==> config.mk <==
export PLATFORM = sky130hd
export DESIGN_NAME = bpsk_demodulator
export DESIGN_NICKNAME = d
export VERILOG_FILES = /design/src/rtl/bpsk_demodulator.sv
export SDC_FILE = /design/constraint.sdc
export NUM_CORES = 1
export LEC_CHECK = 0
export ABC_AREA = 1
export ABC_CLOCK_PERIOD_IN_PS = 3600
export CAP_MARGIN = 20
export CORE_MARGIN = 1
export CORE_UTILIZATION = 30
export CTS_BUF_LIST = sky130_fd_sc_hd__clkbuf_4
export CTS_CLUSTER_DIAMETER = 80
export DETAILED_ROUTE_END_ITERATION = 12
export GPL_TIMING_DRIVEN = 0
export PLACE_DENSITY = 0.45
export RECOVER_POWER = 50
export SETUP_SLACK_MARGIN = 0.5
export SYNTH_ARGS = -nofsm -noshare
export SYNTH_HDL_FRONTEND = slang
export SYNTH_SLANG_ARGS = --single-unit
==> constraint.sdc <==
create_clock -name clk -period 3.6 [get_ports clk]
set_input_delay 0.9 -clock clk [delete_from_list [all_inputs] [get_ports clk]]
set_output_delay 0.9 -clock clk [all_outputs]
set_load 0.02 [all_outputs]
Figure 1. Clock wiring as the flow saved it (run 1).
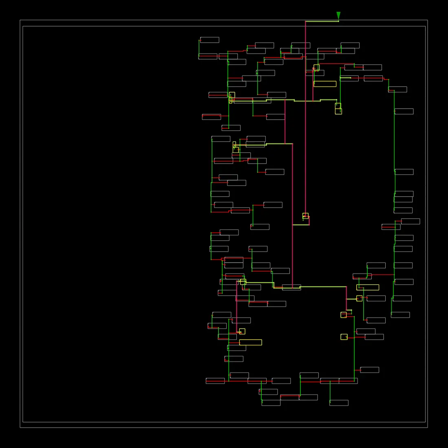
clk ins delay skew pair: 0.52 ns
clock buf count: 9
Worst Skew: 0.0141 ns

Figure 2. Clock distribution (run 1).
Drawn at 2 px/um.
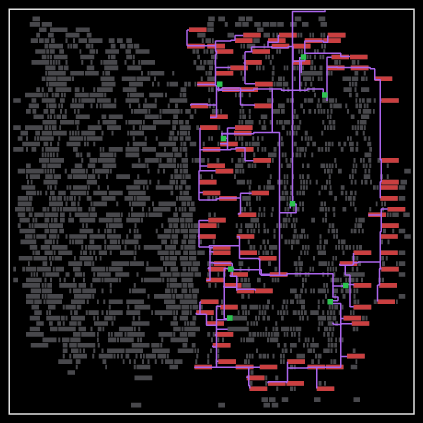
Key: clock wires = purple [length 1470 um]; clock drivers = green [count 9]; flip-flops = red [count 98]
There are 10 routed clock nets.

Figure 3. The metal 3 layer (run 1).
Drawn at 2 px/um.
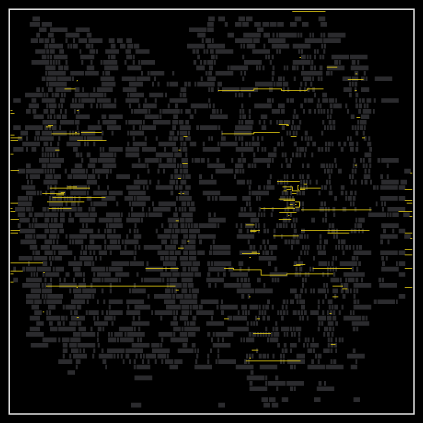
The longest straight run is 64.4 um. The wires run mostly horizontal.
vias: 10753
GR met3 Demand/Resource: 0.0100
final wirelength: 36800 um

==> out/metrics.yaml, run 1 <==
yosysTopAreaCell: "fa_1"
signal_buffers: 228
cp.arrival_ns: 5.48
dieWidth_um: 202
dpl_cell_area_mm2: 0.0139
slew_headroom: 0.00422
cts_tree: "done"
drive_above_1_share: 0.246
root_buffer: "clkbuf_4"
sh_seq_area: 0.153
place_inst: 2227
hp-class: "reg -> reg"
finalHoldViolCount: 0
comb_area_frac: 0.561
antenna_found_initial: 3
clk_share: 0.0114
design_area_mm2: 0.0160
syn_area_per_cell_um2: 7.29
startpoint_type: "input pin"
place_ws_ns: -2.75
worstMarginPinSlew_ns: 1.49
setup_slack_ns: -1.43
crit_fanout: 6
wl_per_cell_um: 15.6
drtPass1Iterations: 5
syn_to_final_growth_pct: 33.8
clk_pin_slew_ns: 0.15
synth_dominant_cell_count: "nand2_1"
finalSetupViolations: 18
drc: 0
syn_inst: 1641
end_kind: "register"
largest_class: "logic gates"
holdWs_ns: 0.498
postRouteAntennaNets: 0
top_area_frac: 0.233
r2r_setup_slack_ns: 0.69
cts_setup_buffers: 92
grt_pass1_vias: 11302
drv_cap: 1
edf_count: 0
status: "complete, but fails checks"
common_cells: "nand2_1, inv_1, fa_1, dfrtp_1, nor2_1"
r2r.worst_path.cells: 21
drt_iter0_markers: 481
hold_buffers: 0
clock.fmax_mhz: 199
period_used_share: 1.40
io-pin-count: 67
die_h_um: 202
netlist_area_mm2: 0.0120
synthArstFlopShare: 1.00
ff_count: 98
diodes: 3
slew_viol_final: 0
h-tree-depth: 3
numSynthFlops: 98
synth_nets: 1893
hold_depth: 2
rsz0062_at_grt: "true"
core_area_mm2: 0.0390
cts_resized: 296
buf_share: 0.148
grt_max_degree: 40
grt_pass1_wl_um: 59900
yosysWarnings: 0
finalSetupTns_ns: -18.24
comb_cells: 1134
violations: "capacitance limit, setup timing"
grtUsageTotal: 0.186
nFillCells: 3988
overflow: 0
yosys_area_mm2: 0.0120
row_count: 72
area_leaders: "fa_1, dfrtp_1, nand2_1"
cts_buffer_depth: 2
fin_cells: 2359
fin_util: 0.410
comb_area_mm2: 0.00898
finalNetCount: 2085
min_period_ns: 5.03
log.warning_count: 30
die_area_mm2: 0.0407
drt-vias-per-instance: 4.56
gp_congestion: 0.915
ff_type: "dfrtp_1"
yosysSeqAreaShare: 0.205
fp_util: 0.307
yosys-stat-cells: 1641
seqCellArea_mm2: 0.00245
synth.distinct_cells: 35
cts_buffers: 9
n_all_inverters: 362
taps: 518
cts.sinks: 98
io_buffers: 66
dp_hpwl_um: 29400
cp.required_ns: 4.05
crit_type: "in -> reg"
## run 1: worst max-delay path, stage by stage
cell and delay, ns:
buf_4 0.13, buf_8 0.13, buf_4 0.15, nand2_2 0.05, inv_2 0.04, fa_2 0.57
fa_2 0.44, fa_1 0.46, fa_1 0.50, inv_1 0.05, fa_1 0.49, inv_2 0.05
ha_4 0.31, nand2_4 0.07, nor3_4 0.24, nand3_2 0.14, nand3_2 0.11, a21boi_2 0.07
o21ai_2 0.17, a21boi_2 0.08, or2_4 0.22, a31oi_1 0.12
## run 1: kinds of logic (layout without fill, tap and decap cells)
logic type	Yosys count	count (layout)	share of synthesized area
XOR/XNOR	22	22	0.0161
other	0	3	0
AND/OR/NAND/NOR	737	737	0.258
flip-flops	98	98	0.205
buffers and inverters	409	606	0.129
adder cells (fa/ha/maj)	224	224	0.322
AND-OR/OR-AND	151	151	0.0707
## run 1: cell usage in the layout (no fill, tap or decap), types with 37 or more instances in the layout
cell type,netlist,routed
inv_2,11,63
buf_6,0,37
inv_1,349,293
nand2_2,18,50
fa_1,139,124
buf_4,0,76
dfrtp_1,98,98
nand2_1,503,445
o21ai_0,64,47
nor2_1,95,87
clkdlybuf4s50_1,0,41
nand3_1,63,55
ha_1,85,52
## run 1: metal layers
metal	GRT usage	up-vias	wire length, um
met1	0.241	5191	16800
met3	0.0100	55	817
met4	0.0495	0	771
li1	-	5337	-
met2	0.335	170	18400
met5	0	-	0
Figure 4. Wires at chosen ports, followed through buffers (run 1).
Drawn at 2 px/um.
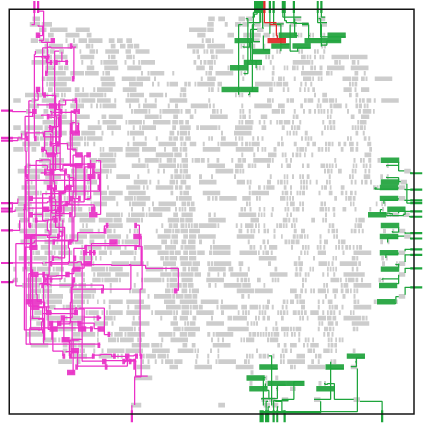

==> run 1 -> run 2 <==
--- a/config.mk
+++ b/config.mk
@@ -8,7 +8,7 @@
 export ABC_AREA = 1
 export ABC_CLOCK_PERIOD_IN_PS = 3600
 export CAP_MARGIN = 20
-export CORE_MARGIN = 1
+export CORE_MARGIN = 5
 export CORE_UTILIZATION = 30
 export CTS_BUF_LIST = sky130_fd_sc_hd__clkbuf_4
 export CTS_CLUSTER_DIAMETER = 80
Figure 5. Wires at chosen ports, followed through buffers (run 2).
Drawn at 2 px/um.
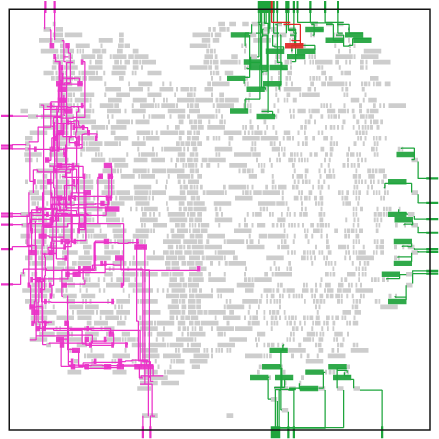
Key: `corr_out` = green [bits 32, direction output, edge 16 top, 8 bottom, 8 right, end cells 32, buffers 32, wire 1140 um]; `bit_out` = red [bits 1, direction output, edge top, end cells 1, buffers 1, wire 39.1 um]; `carrier_ref` = magenta [bits 12, direction input, edge 8 left, 2 bottom, 2 top, end cells 133, buffers 56, wire 3300 um]
port bufs: 66
boundary pin count: 67

==> out/metrics.yaml, run 2 <==
status: "complete, but fails checks"
violations: "capacitance limit, slew limit, setup timing"
ys_sh_simple: 0.258  # unchanged
synth_nets: 1893  # unchanged
grt_pass1_vias: 11495  # +1.7%
mux_area_frac: 0  # unchanged
cts_tree: "done"
clkLatencyLatePin_ns: 0.51  # about the same
clock-skew-final_ns: 0.0258  # +0.0117 ns
drive_above_1_share: 0.259  # +0.0129
worstMarginPinSlew_ns: 1.69  # +0.192 ns
r2r_setup_slack_ns: 0.58  # -0.11 ns
cp.buffers_inverters: 10  # +4
synth.distinct_cells: 35  # unchanged
common_cells: "nand2_1, inv_1, fa_1, dfrtp_1, nor2_1"
setup_slack_ns: -1.47  # -0.0386 ns
r2r.worst_path.cells: 19  # -9.5%
drv_cap: 1  # unchanged
fp_util: 0.302  # -0.00420
root_buffer: "clkbuf_4"
yosysTopAreaCell: "fa_1"
gr-usage-met2: 0.303  # -0.0324
yosys-stat-cells: 1641  # unchanged
cp.arrival_ns: 5.49  # about the same
cp_num_cells: 24  # +9.1%
die_h_um: 210  # +4.0%
grt_busiest_layer: "met2"
overflow: 0  # unchanged
yosysWarnings: 0  # unchanged
slew_headroom: -0.130  # -0.134
final_common_cell: "nand2_1"
die_area_mm2: 0.0439  # +8.1%
yosysSeqAreaShare: 0.205  # unchanged
finalSetupViolations: 18  # unchanged
finalNetCount: 2098  # +0.62%
row_count: 73  # +1.4%
fin_util: 0.408  # -0.00227
yosys_area_mm2: 0.0120  # unchanged
crit_type: "in -> reg"
synthArstFlopShare: 1.00  # unchanged
drtPass1Iterations: 6  # +1
finalHoldViolCount: 0  # unchanged
min_period_ns: 5.07  # +0.0386 ns
top_area_frac: 0.233  # unchanged
adder_share: 0.322  # unchanged
gp_congestion: 0.868  # -5.1%
wl_met3_um: 774  # -5.3%
cts_buffers: 9  # unchanged
period_used_share: 1.41  # +0.0107
wl_per_cell_um: 15.6  # about the same
end_kind: "register"
grt_pass1_wl_um: 60500  # +1.1%
grtUsageTotal: 0.171  # -0.0153
syn_area_per_cell_um2: 7.29  # unchanged
cp_top_family: "adder cells"
postRouteAntennaNets: 0  # unchanged
drt-vias-per-instance: 4.50  # -1.2%
edf_count: 0  # unchanged
path_cells: "buf_12 -> clkbuf_16 -> buf_8 -> nand2_4 -> inv_4 -> fa_1 -> inv_1 -> fa_2 -> fa_1 -> inv_2 -> fa_1 -> inv_2 -> fa_1 -> inv_2 -> ha_4 -> inv_4 -> nor3_4 -> nand3_2 -> nand3_4 -> a21boi_4 -> o21ai_4 -> inv_2 -> or2_4 -> a31oi_1"
nFillCells: 4033  # +1.1%
cts.sinks: 98  # unchanged
cpMaxStageDelayCell: "fa_1"
syn_to_final_growth_pct: 34.9
drc: 0  # unchanged
grt_max_degree: 39  # -2.5%
clock.fmax_mhz: 197  # -0.76%
hp-class: "reg -> reg"
ys_sh_aoi: 0.0707  # unchanged
ff_type: "dfrtp_1"
startpoint_type: "input pin"
hold_depth: 2  # unchanged
rsz0062_at_grt: "true"
slew_viol_final: 37  # +37
h-tree-depth: 3  # unchanged
antenna_found_initial: 1  # -2
crit_fanout: 4  # -2
log.warning_count: 30  # unchanged
clk_pin_slew_ns: 0.14  # about the same
netlist_area_mm2: 0.0120  # unchanged
max_stage_delay_ns: 0.54  # -0.03 ns
numSynthFlops: 98  # unchanged
Figure 6. The metal 3 layer (run 2).
Drawn at 2 px/um.
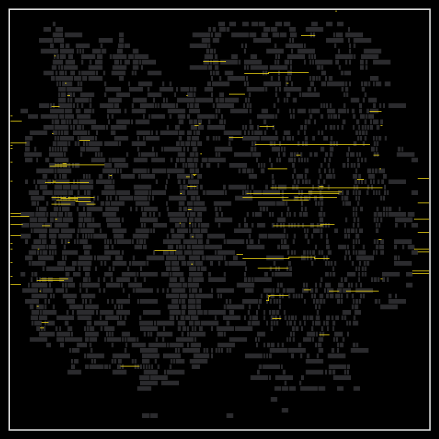
The longest straight run is 57.3 um. The layer carries 774 um of wire. The layer holds 2.1% of the routed length.
vias: 10705
final wirelength: 37100 um
GR met3 Demand/Resource: 0.0151

run 2: logic make-up (layout without fill, tap and decap cells):
kind of cell | count (synthesis) | after routing
fa+ha+maj | 224 | 224
xor+xnor | 22 | 22
simple gates | 737 | 737
compound gates | 151 | 151
other cells | 0 | 1
buf+inv | 409 | 619
flops | 98 | 98
run 2: what timing repair did:
action | CTS | global route
setup buffers | 99 | 25
hold buffers | 0 | 0
gates resized | 292 | 126
gates cloned | 2 | 0
pin swaps | 96 | 73
endpoints found under the setup margin | 21 | 21
run 2: through the flow:
step | cells | TNS (ns) | instance area (um2) | worst slack [ns] | hold slack [ns]
after floorplan | 1641 | -21.45 | 12600 | -1.65 | 0.453
after global placement | 2232 | -41.34 | 13900 | -2.71 | 0.466
after detailed placement | 2234 | -41.92 | 13900 | -2.75 | 0.469
after CTS | 2351 | -18.65 | 15500 | -1.47 | 0.505
after global routing | 2377 | -22.88 | 16100 | -1.57 | 0.532
final | 2377 | -19.97 | 16100 | -1.47 | 0.495
run 2: worst min-delay path, cell delays in order (launching register included):
cell	delay (ns)
dfrtp_1	0.37
nand2_1	0.05
o21ai_0	0.05
run 2: final cells by class:
class | instances | share of cell area
Clock buffer | 11 | 0.00512
Tap cell | 525 | 0.0407
Multi-Input combinational cell | 1134 | 0.562
Inverter | 362 | 0.0849
Buffer | 47 | 0.0341
Timing Repair Buffer | 194 | 0.119
Clock inverter | 5 | 0.00194
Sequential cell | 98 | 0.152
Antenna cell | 1 | 0.000155
